===== src/rtl/risc_pkg.sv =====
// ---------------------------------------------------------------------------
// risc_pkg
//   Definitions shared by the multi-cycle control path.
//   - stage_e        : sequencer state encoding (FETCH=0 .. HALT=6); the same
//                      encoding is presented on the sequencer's stage port.
//   - INT_VEC_DEFAULT: default PC loaded on interrupt entry.
//   - WCNT_W         : width of the MEM-stage wait counter.
// ---------------------------------------------------------------------------
package risc_pkg;

    typedef enum logic [2:0] {
        FETCH  = 3'd0,
        DECODE = 3'd1,
        EXEC   = 3'd2,
        MEM    = 3'd3,
        WB     = 3'd4,
        INTE   = 3'd5,
        HALT   = 3'd6
    } stage_e;

    localparam logic [31:0] INT_VEC_DEFAULT = 32'h0000_0040;

    localparam int WCNT_W = 4;

endpackage : risc_pkg


===== src/rtl/wait_counter.sv =====
// ---------------------------------------------------------------------------
// wait_counter
//   Minimum-residency counter for the MEM stage. Loaded once on MEM entry,
//   then counts down to zero and holds there.
//
//   clk      in   clock
//   rst      in   asynchronous active-low reset (count cleared to 0)
//   load     in   load load_val this cycle (has priority over dec)
//   load_val in   WCNT_W-bit value to load
//   dec      in   decrement while nonzero
//   zero     out  count == 0
// ---------------------------------------------------------------------------
module wait_counter
    import risc_pkg::*;
(
    input  logic              clk,
    input  logic              rst,
    input  logic              load,
    input  logic [WCNT_W-1:0] load_val,
    input  logic              dec,
    output logic              zero
);

    logic [WCNT_W-1:0] count;

    // NOTE: sequential state is written with non-blocking assignments so every
    // flop samples pre-edge values regardless of process evaluation order.
    always_ff @(posedge clk or negedge rst) begin
        if (!rst) begin
            count <= '0;
        end else if (load) begin
            count <= load_val;
        end else if (dec && !zero) begin
            count <= count - 1'b1;
        end
    end

    assign zero = (count == '0);

endmodule : wait_counter


===== src/rtl/cycle_sequencer.sv =====
// ---------------------------------------------------------------------------
// cycle_sequencer
//   Multi-cycle control FSM: FETCH -> DECODE -> EXEC -> [MEM] -> WB -> FETCH,
//   with HALT and (optionally) interrupt entry through INTE.
//
//   Build option: define CYCLE_SEQ_INT_EN to enable interrupt handling
//   (INTE state, interrupt mask, INT input). Without it INT is ignored,
//   pcSel/epcSave/intAck are tied low and HALT is left only through reset.
//
//   Parameters
//     MEM_WAIT     minimum cycles spent in MEM (1..15)
//     INT_VEC      PC value used when pcSel=1 (presented on intVec)
//     RET_CNT_INIT reset value of retCnt (0 for normal use; a nonzero preload
//                  lets the counter wrap be exercised quickly)
//
//   Ports
//     clk       in   clock, rising edge
//     rst       in   asynchronous active-low reset
//     INT       in   level interrupt request
//     isHalt    in   decoded HALT, valid from DECODE onward
//     isMem     in   decoded load/store, valid from DECODE onward
//     isWr      in   decoded register write, valid from DECODE onward
//     memReady  in   data memory completion
//     stage     out  current state (risc_pkg::stage_e encoding)
//     irEn .. pcEn   out  datapath stage strobes
//     pcSel     out  0 = sequential next PC, 1 = INT_VEC
//     epcSave   out  capture current PC into EPC
//     intAck    out  interrupt acknowledge pulse
//     halted    out  core halted
//     retCnt    out  retired instruction count (wraps)
//     intVec    out  interrupt vector constant for the PC mux
// ---------------------------------------------------------------------------
module cycle_sequencer
    import risc_pkg::*;
#(
    parameter int unsigned MEM_WAIT     = 1,
    parameter logic [31:0] INT_VEC      = INT_VEC_DEFAULT,
    parameter logic [15:0] RET_CNT_INIT = 16'h0000
) (
    input  logic        clk,
    input  logic        rst,
    input  logic        INT,
    input  logic        isHalt,
    input  logic        isMem,
    input  logic        isWr,
    input  logic        memReady,
    output logic [2:0]  stage,
    output logic        irEn,
    output logic        regEn,
    output logic        aluEn,
    output logic        memEn,
    output logic        wbEn,
    output logic        pcEn,
    output logic        pcSel,
    output logic        epcSave,
    output logic        intAck,
    output logic        halted,
    output logic [15:0] retCnt,
    output logic [31:0] intVec
);

    localparam logic [WCNT_W-1:0] WAIT_LOAD = WCNT_W'(MEM_WAIT - 1);

    stage_e state, state_nxt;

    logic ir_en, reg_en, alu_en, mem_en, wb_en, pc_en, halt_st;
    logic wc_load, wc_dec, wc_zero;
    logic int_take;
    logic [15:0] ret_cnt;

    // -----------------------------------------------------------------------
    // Interrupt qualification. The mask is set on entry and only released
    // once INT is seen low in FETCH, so a held level request cannot re-enter.
    // -----------------------------------------------------------------------
`ifdef CYCLE_SEQ_INT_EN
    logic int_mask;
    logic pc_sel, epc_save, int_ack;

    always_ff @(posedge clk or negedge rst) begin
        if (!rst) begin
            int_mask <= 1'b0;
        end else if (state == INTE) begin
            int_mask <= 1'b1;
        end else if (state == FETCH && !INT) begin
            int_mask <= 1'b0;
        end
    end

    assign int_take = INT & ~int_mask;
`else
    logic unused_int;
    assign unused_int = INT;
    assign int_take   = 1'b0;
`endif

    // -----------------------------------------------------------------------
    // MEM residency counter: loaded on the EXEC->MEM edge.
    // -----------------------------------------------------------------------
    assign wc_load = (state == EXEC) && isMem;
    assign wc_dec  = (state == MEM);

    wait_counter u_wait_counter (
        .clk      (clk),
        .rst      (rst),
        .load     (wc_load),
        .load_val (WAIT_LOAD),
        .dec      (wc_dec),
        .zero     (wc_zero)
    );

    // -----------------------------------------------------------------------
    // State register
    // -----------------------------------------------------------------------
    always_ff @(posedge clk or negedge rst) begin
        if (!rst) begin
            state <= FETCH;
        end else begin
            state <= state_nxt;
        end
    end

    // -----------------------------------------------------------------------
    // Next state and stage strobes (Moore, except wbEn which follows isWr)
    // -----------------------------------------------------------------------
    always_comb begin
        // NOTE: every signal written here gets a default first, so no branch
        // can leave one unassigned and infer a latch.
        state_nxt = state;
        ir_en     = 1'b0;
        reg_en    = 1'b0;
        alu_en    = 1'b0;
        mem_en    = 1'b0;
        wb_en     = 1'b0;
        pc_en     = 1'b0;
        halt_st   = 1'b0;
`ifdef CYCLE_SEQ_INT_EN
        pc_sel    = 1'b0;
        epc_save  = 1'b0;
        int_ack   = 1'b0;
`endif
        case (state)
            FETCH: begin
                ir_en     = 1'b1;
                state_nxt = DECODE;
            end
            DECODE: begin
                reg_en    = 1'b1;
                state_nxt = isHalt ? HALT : EXEC;
            end
            EXEC: begin
                alu_en    = 1'b1;
                state_nxt = isMem ? MEM : WB;
            end
            MEM: begin
                mem_en = 1'b1;
                // memReady only counts once the minimum wait has elapsed.
                if (wc_zero && memReady) begin
                    state_nxt = WB;
                end
            end
            WB: begin
                wb_en     = isWr;
                pc_en     = 1'b1;
                state_nxt = int_take ? INTE : FETCH;
            end
`ifdef CYCLE_SEQ_INT_EN
            INTE: begin
                pc_en     = 1'b1;
                pc_sel    = 1'b1;
                epc_save  = 1'b1;
                int_ack   = 1'b1;
                state_nxt = FETCH;
            end
`endif
            HALT: begin
                halt_st = 1'b1;
                if (int_take) begin
                    state_nxt = INTE;
                end
            end
            default: begin
                state_nxt = FETCH;
            end
        endcase
    end

    // -----------------------------------------------------------------------
    // Retired instruction counter: one increment per WB cycle.
    // -----------------------------------------------------------------------
    always_ff @(posedge clk or negedge rst) begin
        if (!rst) begin
            ret_cnt <= RET_CNT_INIT;
        end else if (state == WB) begin
            ret_cnt <= ret_cnt + 16'd1;
        end
    end

    // -----------------------------------------------------------------------
    // Outputs. The reset state is FETCH, whose decode would raise irEn, so
    // every strobe is qualified by rst to be low for as long as reset is held.
    // -----------------------------------------------------------------------
    assign stage   = state;
    assign irEn    = ir_en   & rst;
    assign regEn   = reg_en  & rst;
    assign aluEn   = alu_en  & rst;
    assign memEn   = mem_en  & rst;
    assign wbEn    = wb_en   & rst;
    assign pcEn    = pc_en   & rst;
    assign halted  = halt_st & rst;
`ifdef CYCLE_SEQ_INT_EN
    assign pcSel   = pc_sel   & rst;
    assign epcSave = epc_save & rst;
    assign intAck  = int_ack  & rst;
`else
    assign pcSel   = 1'b0;
    assign epcSave = 1'b0;
    assign intAck  = 1'b0;
`endif
    assign retCnt  = ret_cnt;
    assign intVec  = INT_VEC;

endmodule : cycle_sequencer


===== config.mk =====
export PLATFORM = sky130hd
export DESIGN_NAME = cycle_sequencer
export DESIGN_NICKNAME = d
export VERILOG_FILES = /design/src/rtl/risc_pkg.sv /design/src/rtl/wait_counter.sv /design/src/rtl/cycle_sequencer.sv
export SDC_FILE = /design/constraint.sdc
export NUM_CORES = 1
export LEC_CHECK = 0
export CORE_MARGIN = 2
export CORE_UTILIZATION = 44
export CTS_CLUSTER_SIZE = 40
export DETAILED_ROUTE_END_ITERATION = 6
export MAX_ROUTING_LAYER = met4
export PLACE_DENSITY = 0.92
export SKIP_LAST_GASP = 1
export SLEW_MARGIN = 10
export SYNTH_ARGS = -nofsm -noshare
export SYNTH_HDL_FRONTEND = slang
export SYNTH_SLANG_ARGS = --single-unit

===== constraint.sdc =====
create_clock -name clk -period 3.31 [get_ports clk]
set_input_delay 0.8275 -clock clk [delete_from_list [all_inputs] [get_ports clk]]
set_output_delay 0.8275 -clock clk [all_outputs]
set_load 0.02 [all_outputs]

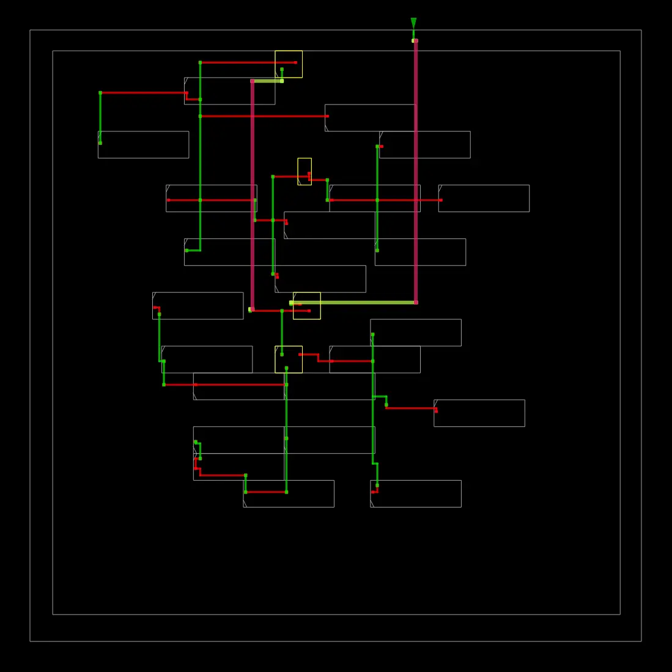
**Above:** run 1 (clock routing).
Num CTS Buffers: 3
Sinks on Clock Net: 23
Late-Pin Clk Latency: 0.31 ns
clock buffers: 4
clock-net power: 0.128 mW

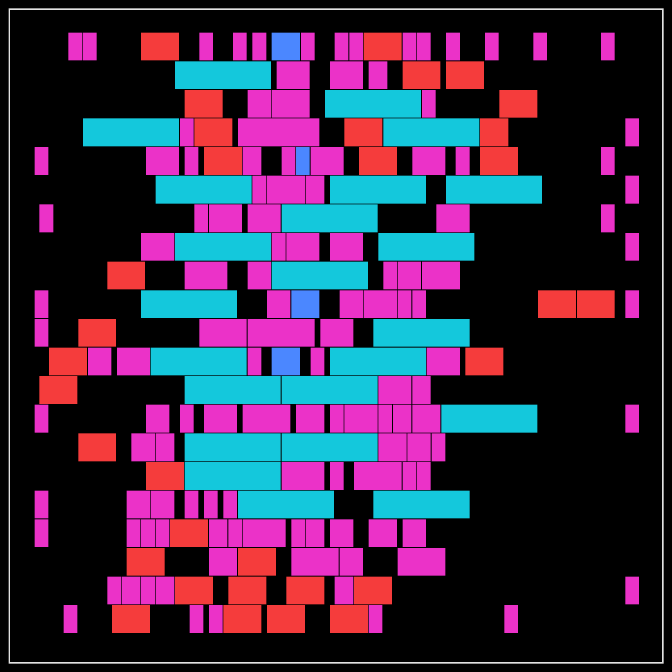
**Above:** run 1 (cell classes on the final placement).
Magenta shows remaining logic cells, cells 125, share of their area 45%. Blue shows clock drivers and dummy loads, cells 4, share of their area 1.6%. Cyan shows registers, cells 23, share of their area 35%. Red shows remaining buffers and delay cells, cells 32, share of their area 19%.

==> flow_metrics.tcl, run 1 <==
# collected from the flow reports
set metrics [dict create \
    yosys_cells 153 \
    crit_arrival_ns 2.31 \
    via_per_inst 4.47 \
    dpl_worst_slack_ns 0.166 \
    cp_common_cell "clkdlybuf4s50_1" \
    timing.hold.ws_ns 0.474 \
    report.final.hold_viol_count 0 \
    fp_util_pct 45.0 \
    num_vias 1027 \
    cts_tree "done" \
    cpLargestDelayFamily "buffers and inverters" \
    finalSetupViolations 0 \
    finalWorstSetupSlack_ns 0.171 \
    grt_pass1_wl_um 3950 \
    synth_area_mm2 0.00148 \
    drtAntennaViolNets 0 \
    hold_buffers 0 \
    hold_path_class "flop to flop" \
    routed_wl_um 2500 \
    crit_chain "clkdlybuf4s50_1 -> nand2b_1 -> nor3_1 -> clkdlybuf4s50_1" \
    ys_seq_share_pct 39.0 \
    cts_resized 0 \
    drtIter0Drc 25 \
    grt_max_degree 24 \
    min_period_over_period_pct 94.8 \
    grtUsageTotal_pct 14.2 \
    drc 0 \
    start_kind "primary input" \
    rsz0062_at_grt "false" \
    final_nets 195 \
    warning_count 28 \
    fmax_mhz 319 \
    p_leak_nw 0.800 \
    antenna_found_initial 0 \
    tns_ns 0 \
    final_core_util_pct 52.4 \
    status "complete, no violations" \
    cap_violations 0 \
    crit_path_end_kind "output pin" \
    dpl.hpwl_um 1920 \
    netlist_instances 153 \
    root_buffer "clkbuf_4" \
    place_congestion 0.720 \
    finalPower_mw 1.12 \
    yosys.area.top_type "dfrtp_1" \
    nFillCells 307 \
    final-max-slew-violation-count 0 \
    ys_area_mm2 0.00148 \
    place_area_mm2 0.00169 \
    dieArea_mm2 0.00384 \
    finalClockSkew_ns 0.0113 \
    critPathKind "primary input to output pin" \
    post_cts_buffers 0 \
    clk_pin_slew_ns 0.12 \
    ys_ff 23 \
    fp-row-count 21 \
    instances_no_fill 230 \
    critPathSlowestCell "clkdlybuf4s50_1" \
    antenna_cells 0 \
    yosysWarnings 0 \
    grt_pass1_vias 871 \
    max_stage_delay_ns 0.63 \
    synthToLayoutAreaGrowth_pct 16.4 \
    cts_buffer_depth 2 \
    combGateArea_um2 724 \
    yosys-top-cells-area "dfrtp_1 39%, buf_4 18%, xnor2_1 4.7%, xor2_1 4.7%, nor2_1 3.3%" \
    drive_gt1_share_pct 8.15 \
    crit_fanout 5 \
    dp_cells 226 \
    ir_worst_vdd_uv 325 \
    synth_cell_types 35 \
    io_buffers 31 \
    period_needed_ns 3.14 \
    p_per_area_mw_per_mm2 650 \
    ctsHtreeMaxLevel 1 \
    area.sequential_um2 576 \
    synth.top_cell.area_share_pct 39.0 \
    dr.pass1.iters 4 \
    die_w_um 62.0 \
    final_area_mm2 0.00172 \
    core_area_mm2 0.00328 \
]
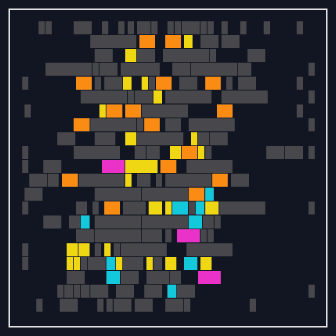
**Above:** run 1 (gate families picked out).
Orange shows xor and xnor cells, cells 16. Yellow shows nand cells, cells 24, most used nand2_1. Magenta shows fa/ha/maj cells, cells 3, most used ha_1. Cyan shows aoi and oai cells, cells 9, most used o21ai_0.

==> run 1: kinds of logic (layout without fill, tap and decap cells) <==
group                      after synthesis  after routing  share of synthesized area, %
DFF                                     23             23                          38.9
adders and majority gates                3              3                          2.54
xor gates and xnor gates                16             16                          9.48
AOI/OAI and AO/OA                       10             10                          4.57
muxes                                    2              2                          1.52
other                                    2             35                         0.508
buffers and inverters                   43             41                          20.4
and+or+nand+nor                         54             54                          22.0
==> run 1: final cells by class <==
cell class	instances	area share [%]
Tap cell	46	3.35
Timing Repair Buffer	32	18.5
Inverter	5	1.09
Clock buffer	4	1.53
Sequential cell	23	33.5
Multi-Input combinational cell	120	42.1
==> run 1: cell usage after synthesis <==
cell type / n
o221a_2: 1
a21oi_1: 2
nor2b_1: 1
a21boi_0: 1
and4bb_2: 1
nor2_1: 13
clkbuf_1: 1
buf_2: 1
xnor2_1: 8
nor3_2: 3
and2_1: 2
nand2_1: 11
and4_1: 1
inv_1: 5
or3_1: 1
a211oi_1: 1
o31ai_1: 1
nand4_1: 3
o21ai_0: 3
nand2b_1: 4
ha_1: 3
nor3_1: 3
buf_4: 35
xor2_1: 8
nand3b_1: 2
mux2_2: 2
nor3b_2: 1
buf_6: 1
dfrtp_1: 23
conb_1: 2
nand3_4: 1
nor4_4: 1
and3_1: 3
nand3_1: 3
a21oi_2: 1
==> run 1: state kept, by name, summed over array words and instances, names as in the netlist <==
name,flops
retCnt,16
u_wait_counter.count,4
stage,3
==> run 1: path summary, 6_finish.rpt <==
path	startpoint	slack [ns]	cells past startpoint	to
setup / recovery	rst	0.17	4	irEn
hold / removal	retCnt[15]	0.47	1	retCnt[15]
max in group asynchronous	rst	2.04	2	u_wait_counter.count[1]
setup reg to reg	stage[2]	1.76	4	u_wait_counter.count[0]
hold reg to reg	retCnt[15]	0.47	1	retCnt[15]
min in group asynchronous	rst	1.04	2	retCnt[9]
==> run 1: layer usage <==
layer  vias to the layer above  global-route usage, %  share of wire, %
met1                       499                   18.9                44
met4                         0                   5.47               2.0
met5                         -                      -                 0
met2                        29                   22.0                51
met3                         4                   2.07               3.1
li1                        495                      -                 -
==> run 1: worst reg2reg max path, cell delays in order (launching register included) <==
cell,delay (ns)
dfrtp_1,0.53
nand3b_1,0.27
a21oi_2,0.27
nor2_1,0.11
mux2_2,0.27
==> run 1: where the power goes <==
part	internal, mW	total (mW)	switching, mW
clock network	0.0471	0.128	0.0811
registers	0.351	0.462	0.111
logic	0.248	0.528	0.281
total	0.646	1.12	0.473
==> run 1: cells in the final DEF, fill, tap and decap left out, drive strengths merged, types with 2 or more instances in the layout <==
master / n
nand2b: 4
clkdlybuf4s50: 31
and2: 2
o21ai: 3
conb: 35
xor2: 8
and3: 3
nand4: 3
ha: 3
mux2: 2
nand3b: 2
nor2: 13
clkbuf: 4
xnor2: 8
a21oi: 3
dfrtp: 23
inv: 5
nand2: 11
nand3: 4
nor3: 6
==> inputs of run 2 (changes only) <==
HOLD_SLACK_MARGIN = 0.06   (was not set)
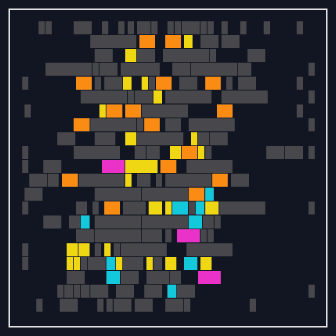
**Above:** run 2 (gate families picked out).
Cyan shows aoi and oai cells, cells 9, most used o21ai_0. Magenta shows fa/ha/maj cells, cells 3, most used ha_1. Orange shows xor and xnor cells, cells 16. Yellow shows nand cells, cells 24, most used nand2_1.

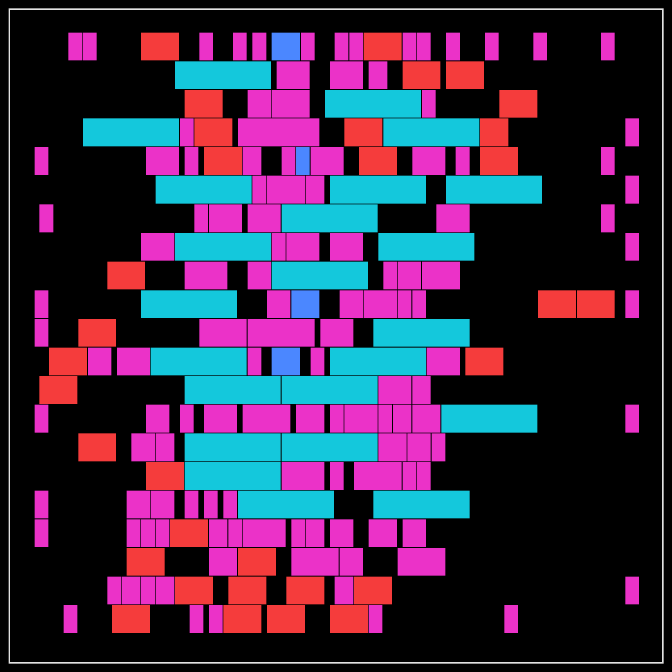
**Above:** run 2 (cell classes on the final placement).
Magenta shows remaining logic cells, cells 125, share of their area 45%. Red shows remaining buffers and delay cells, cells 32, share of their area 19%. Blue shows clock drivers and dummy loads, cells 4, share of their area 1.6%. Cyan shows registers, cells 23, share of their area 35%.

==> flow_metrics.tcl, run 2 <==
# collected from the flow reports
set metrics [dict create \
    cts_tree "done" \
    ys_area_mm2 0.00148 \
    dieArea_mm2 0.00384 \
    antenna_found_initial 0 \
    largest_reg_flops 16 \
    crit_fanout 5 \
    clk_latency_ns 0.31 \
    synth-adder-area-share_pct 2.54 \
    synthAoiAreaFrac_pct 4.57 \
    core_area_mm2 0.00328 \
    via_per_inst 4.47 \
    die_w_um 62.0 \
    grt_max_degree 24 \
    crit_arrival_ns 2.31 \
    edf_count 0 \
    clk_pin_slew_ns 0.12 \
    warning_count 28 \
    layout_top_cells "35 x conb_1, 31 x clkdlybuf4s50_1, 23 x dfrtp_1" \
    critPathKind "primary input to output pin" \
    drive_gt1_share_pct 8.15 \
    yosys.area.top_type "dfrtp_1" \
    ys_ff 23 \
    io_buffers 31 \
    place_congestion 0.720 \
    crit_path_end_kind "output pin" \
    cts.sink_count 23 \
    cts_buffer_depth 2 \
    post_cts_buffers 0 \
    ys_seq_share_pct 39.0 \
    status "complete, no violations" \
    hold_path_class "flop to flop" \
    final_common_cell "conb_1" \
    synthTopLogicFamily "simple AND/OR/NAND/NOR gates" \
    hold_buffers 0 \
    final-max-slew-violation-count 0 \
    drtIter0Drc 25 \
    synth-main-ff-cell "dfrtp_1" \
    min_period_over_period_pct 94.8 \
    synth_cell_types 35 \
    xor_share_pct 9.48 \
    routed_wl_um 2500 \
    wl_per_cell_um 10.9 \
    grt_pass1_vias 871 \
    grtUsageTotal_pct 14.2 \
    synth.most_common_cell "buf_4" \
    drc 0 \
    avgSynthCellArea_um2 9.66 \
    overflow 0 \
    die_y_um 62.0 \
    start_kind "primary input" \
    report.final.hold_viol_count 0 \
    fp_util_pct 45.0 \
    cts-buffers-inserted 3 \
    netlist_instances 153 \
    cap_violations 0 \
    antenna_cells 0 \
    final_nets 195 \
    top_cells_by_count "35 x buf_4, 23 x dfrtp_1, 13 x nor2_1, 11 x nand2_1" \
    rsz0062_at_grt "false" \
    cp.required_ns 2.48 \
    dpl.hpwl_um 1920 \
    cts_resized 0 \
    p_leak_nw 0.800 \
    p_per_area_mw_per_mm2 650 \
    synth_area_mm2 0.00148 \
    ctsHtreeMaxLevel 1 \
    fp-row-count 21 \
    root_buffer "clkbuf_4" \
    synthMuxAreaShare_pct 1.52 \
    tns_ns 0 \
    yosysWarnings 0 \
    ir_worst_vdd_uv 325 \
    num_vias 1027 \
    io_pins 68 \
    period_needed_ns 3.14 \
    finalClockSkew_ns 0.0113 \
    yosys-top-cells-area "dfrtp_1 39%, buf_4 18%, xnor2_1 4.7%, xor2_1 4.7%, nor2_1 3.3%" \
    grt_pass1_wl_um 3950 \
    synthToLayoutAreaGrowth_pct 16.4 \
    fmax_mhz 319 \
    drtAntennaViolNets 0 \
    finalSetupViolations 0 \
    dr.pass1.iters 4 \
    place_area_mm2 0.00169 \
    synth-simple-area-share_pct 22.0 \
    yosys_cells 153 \
    synth.top_cell.area_share_pct 39.0 \
    final_area_mm2 0.00172 \
    async_flop_share_pct 100 \
]
==> run 2: cell counts after synthesis <==
No cell type changed its count.
==> run 2: metrics by stage <==
step	power [mW]	cells	worst slack (ns)	utilization [%]	hold WS, ns
6_report	1.12	230	0.171	52.4	0.474
2_1_floorplan	0.849	186	1.12	-	0.511
4_1_cts	1.13	230	0.158	52.4	0.479
3_3_place_gp	0.985	226	0.157	51.6	0.460
5_1_grt	1.21	230	0.0216	52.4	0.492
3_5_place_dp	0.997	226	0.166	51.6	0.459
==> run 2: kinds of logic (layout without fill, tap and decap cells) <==
| group | after synthesis | count (layout) |
|---|---|---|
| muxes | 2 | 2 |
| AOI/OAI and AO/OA | 10 | 10 |
| DFF | 23 | 23 |
| and+or+nand+nor | 54 | 54 |
| xor gates and xnor gates | 16 | 16 |
| buffers and inverters | 43 | 41 |
| adders and majority gates | 3 | 3 |
| other | 2 | 35 |
==> run 2: final timing paths <==
path	start	to	slack, ns	cells past startpoint
worst max-delay path	rst	irEn	0.17	4
worst min-delay path	retCnt[15]	retCnt[15]	0.47	1
worst max register to register	stage[2]	u_wait_counter.count[0]	1.76	4
worst min register to register	retCnt[15]	retCnt[15]	0.47	1
max in group asynchronous	rst	u_wait_counter.count[1]	2.04	2
min in group asynchronous	rst	retCnt[9]	1.04	2
==> run 2: power by group <==
group	internal, mW	switching, mW	total [mW]
Combinational	0.248	0.281	0.528
Sequential	0.351	0.111	0.462
Clock	0.0471	0.0811	0.128
==> run 2: layer usage <==
layer	routed length, um	GRT usage [%]	part of all wire [%]
met5	0	-	0
met4	49	5.47	2.0
met3	77	2.07	3.1
met2	1280	22.0	51
met1	1090	18.9	44
==> run 2: worst max-delay path, cell delays in order <==
cell and delay, ns:
clkdlybuf4s50_1 0.59, nand2b_1 0.13, nor3_1 0.14, clkdlybuf4s50_1 0.63
==> run 2: layout make-up <==
cell class                 instances  area (um^2)
fill                             307         1560
sequential                        23          576
timing repair buffer              32          318
tap                               46         57.6
inverter                           5         18.8
multi-input combinational        120          724
clock buffer                       4         26.3
==> inputs of run 3 (changes only) <==
SLEW_MARGIN = 20   (was 10)
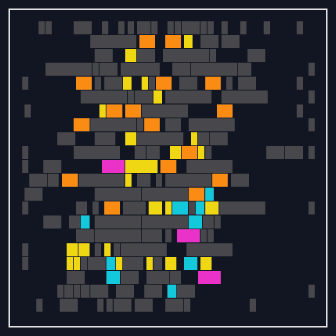
**Above:** run 3 (gate families picked out).
Orange shows xor and xnor cells, cells 16. Magenta shows fa/ha/maj cells, cells 3, most used ha_1. Cyan shows aoi and oai cells, cells 9, most used o21ai_0. Yellow shows nand cells, cells 24, most used nand2_1.

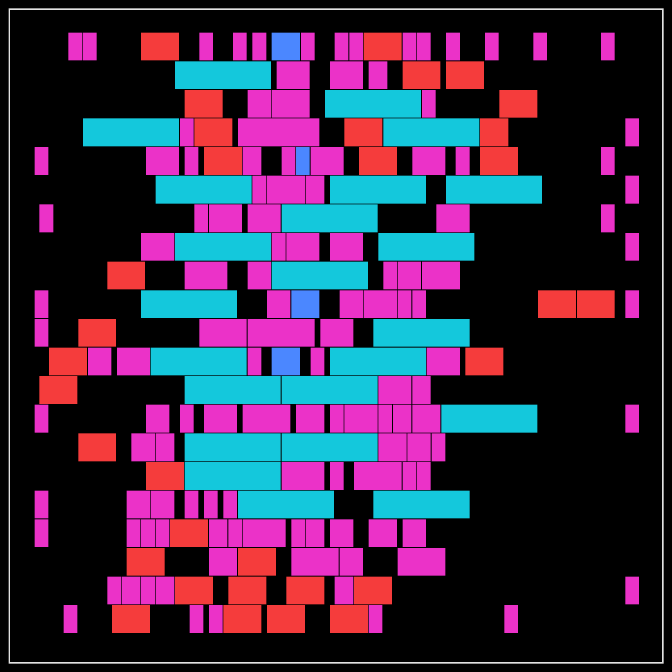
**Above:** run 3 (cell classes on the final placement).
Blue shows clock drivers and dummy loads, cells 4, share of their area 1.6%. Magenta shows remaining logic cells, cells 125, share of their area 45%. Red shows remaining buffers and delay cells, cells 32, share of their area 19%. Cyan shows registers, cells 23, share of their area 35%.

==> flow_metrics.tcl, run 3 <==
# collected from the flow reports
set metrics [dict create \
    status "complete, no violations" \
    num_vias 1027 \
    report.final.hold_viol_count 0 \
    nFillCells 307 \
    synthToLayoutAreaGrowth_pct 16.4 \
    synth.top_cell.area_share_pct 39.0 \
    grt_pass1_vias 871 \
    dpl.hpwl_um 1920 \
    ir_worst_vdd_uv 325 \
    layout_top_cells "35 x conb_1, 31 x clkdlybuf4s50_1, 23 x dfrtp_1" \
    critPathKind "primary input to output pin" \
    crit_arrival_ns 2.31 \
    dpl_worst_slack_ns 0.166 \
    finalSetupViolations 0 \
    ys_seq_share_pct 39.0 \
    io_pins 68 \
    area.sequential_um2 576 \
    via_per_inst 4.47 \
    overflow 0 \
    start_kind "primary input" \
    netlist_instances 153 \
    final_common_cell "conb_1" \
    grt_pass1_wl_um 3950 \
    synth_area_mm2 0.00148 \
    place_congestion 0.720 \
    hold_path_class "flop to flop" \
    post_cts_buffers 0 \
    drtAntennaViolNets 0 \
    ys_ff 23 \
    edf_count 0 \
    antenna_cells 0 \
    ctsHtreeMaxLevel 1 \
    avgSynthCellArea_um2 9.66 \
    cts_buffer_depth 2 \
    p_per_area_mw_per_mm2 650 \
    grtUsageTotal_pct 14.2 \
    synth.most_common_cell "buf_4" \
    wl_per_cell_um 10.9 \
    ys_area_mm2 0.00148 \
    cts_tree "done" \
    clk_pin_slew_ns 0.12 \
    drive_gt1_share_pct 8.15 \
    yosys.area.top_type "dfrtp_1" \
    rsz0062_at_grt "false" \
    clk_latency_ns 0.31 \
    routed_wl_um 2500 \
    yosysWarnings 0 \
    fmax_mhz 319 \
    final_nets 195 \
    yosys_cells 153 \
    drtIter0Drc 25 \
    warning_count 28 \
    dr.pass1.iters 4 \
    antenna_found_initial 0 \
    cts.sink_count 23 \
    cp.required_ns 2.48 \
    synth-main-ff-cell "dfrtp_1" \
    dieArea_mm2 0.00384 \
    grt_max_degree 24 \
    largest_reg_flops 16 \
    top_cells_by_count "35 x buf_4, 23 x dfrtp_1, 13 x nor2_1, 11 x nand2_1" \
    period_needed_ns 3.14 \
    io_buffers 31 \
    die_w_um 62.0 \
    crit_path_end_kind "output pin" \
    cts_resized 0 \
    finalClockSkew_ns 0.0113 \
    crit_fanout 5 \
    combGateArea_um2 724 \
    die_y_um 62.0 \
    finalWorstSetupSlack_ns 0.171 \
    fp_util_pct 45.0 \
    final-max-slew-violation-count 0 \
    tns_ns 0 \
    timing.hold.ws_ns 0.474 \
    min_period_over_period_pct 94.8 \
    drc 0 \
    core_area_mm2 0.00328 \
    cts-buffers-inserted 3 \
    yosys-top-cells-area "dfrtp_1 39%, buf_4 18%, xnor2_1 4.7%, xor2_1 4.7%, nor2_1 3.3%" \
    async_flop_share_pct 100 \
    hold_buffers 0 \
    fp-row-count 21 \
    synth_cell_types 35 \
    p_leak_nw 0.800 \
    cap_violations 0 \
    root_buffer "clkbuf_4" \
]
==> run 3: cell counts after synthesis <==
Identical to the previous run, type by type.
==> run 3: path summary, 6_finish.rpt <==
check	startpoint	to	slack, ns	cells past startpoint
max in group asynchronous	rst	u_wait_counter.count[1]	2.04	2
worst max register to register	stage[2]	u_wait_counter.count[0]	1.76	4
worst max-delay path	rst	irEn	0.17	4
worst min register to register	retCnt[15]	retCnt[15]	0.47	1
worst min-delay path	retCnt[15]	retCnt[15]	0.47	1
min in group asynchronous	rst	retCnt[9]	1.04	2
==> run 3: power by group <==
part,internal (mW),leakage [nW],switching (mW)
registers,0.351,0.304,0.111
clock network,0.0471,0.0150,0.0811
logic,0.248,0.480,0.281
==> run 3: worst max-delay path: stages <==
cell             delay [ns]
clkdlybuf4s50_1        0.59
nand2b_1               0.13
nor3_1                 0.14
clkdlybuf4s50_1        0.63
==> run 3: final cells by class <==
class / instances / area share [%]
well taps: 46 / 3.35
multi-input cells: 120 / 42.1
flip-flops and latches: 23 / 33.5
inverters: 5 / 1.09
clock buffers: 4 / 1.53
repair buffers: 32 / 18.5
==> run 3: metrics by stage <==
step	total power, mW	util, %	instances	instance area [um^2]
finish	1.12	52.4	230	1720
global route	1.21	52.4	230	1720
CTS	1.13	52.4	230	1720
detailed placement	0.997	51.6	226	1690
global placement	0.985	51.6	226	1690
floorplan	0.849	-	186	1600
==> run 3: cells by family (layout without fill, tap and decap cells) <==
kind of cell / count (synthesis) / after routing / share of synthesized area (%)
AOI/OAI and AO/OA: 10 / 10 / 4.57
other: 2 / 35 / 0.508
and+or+nand+nor: 54 / 54 / 22.0
xor gates and xnor gates: 16 / 16 / 9.48
DFF: 23 / 23 / 38.9
buffers and inverters: 43 / 41 / 20.4
muxes: 2 / 2 / 1.52
adders and majority gates: 3 / 3 / 2.54
==> run 3: layer usage <==
layer / global-route usage (%) / wire (um) / up-vias
met4: 5.47 / 49 / 0
met5: - / 0 / -
met1: 18.9 / 1090 / 499
met2: 22.0 / 1280 / 29
met3: 2.07 / 77 / 4
li1: - / - / 495
Power and IR drop assume default switching activity.
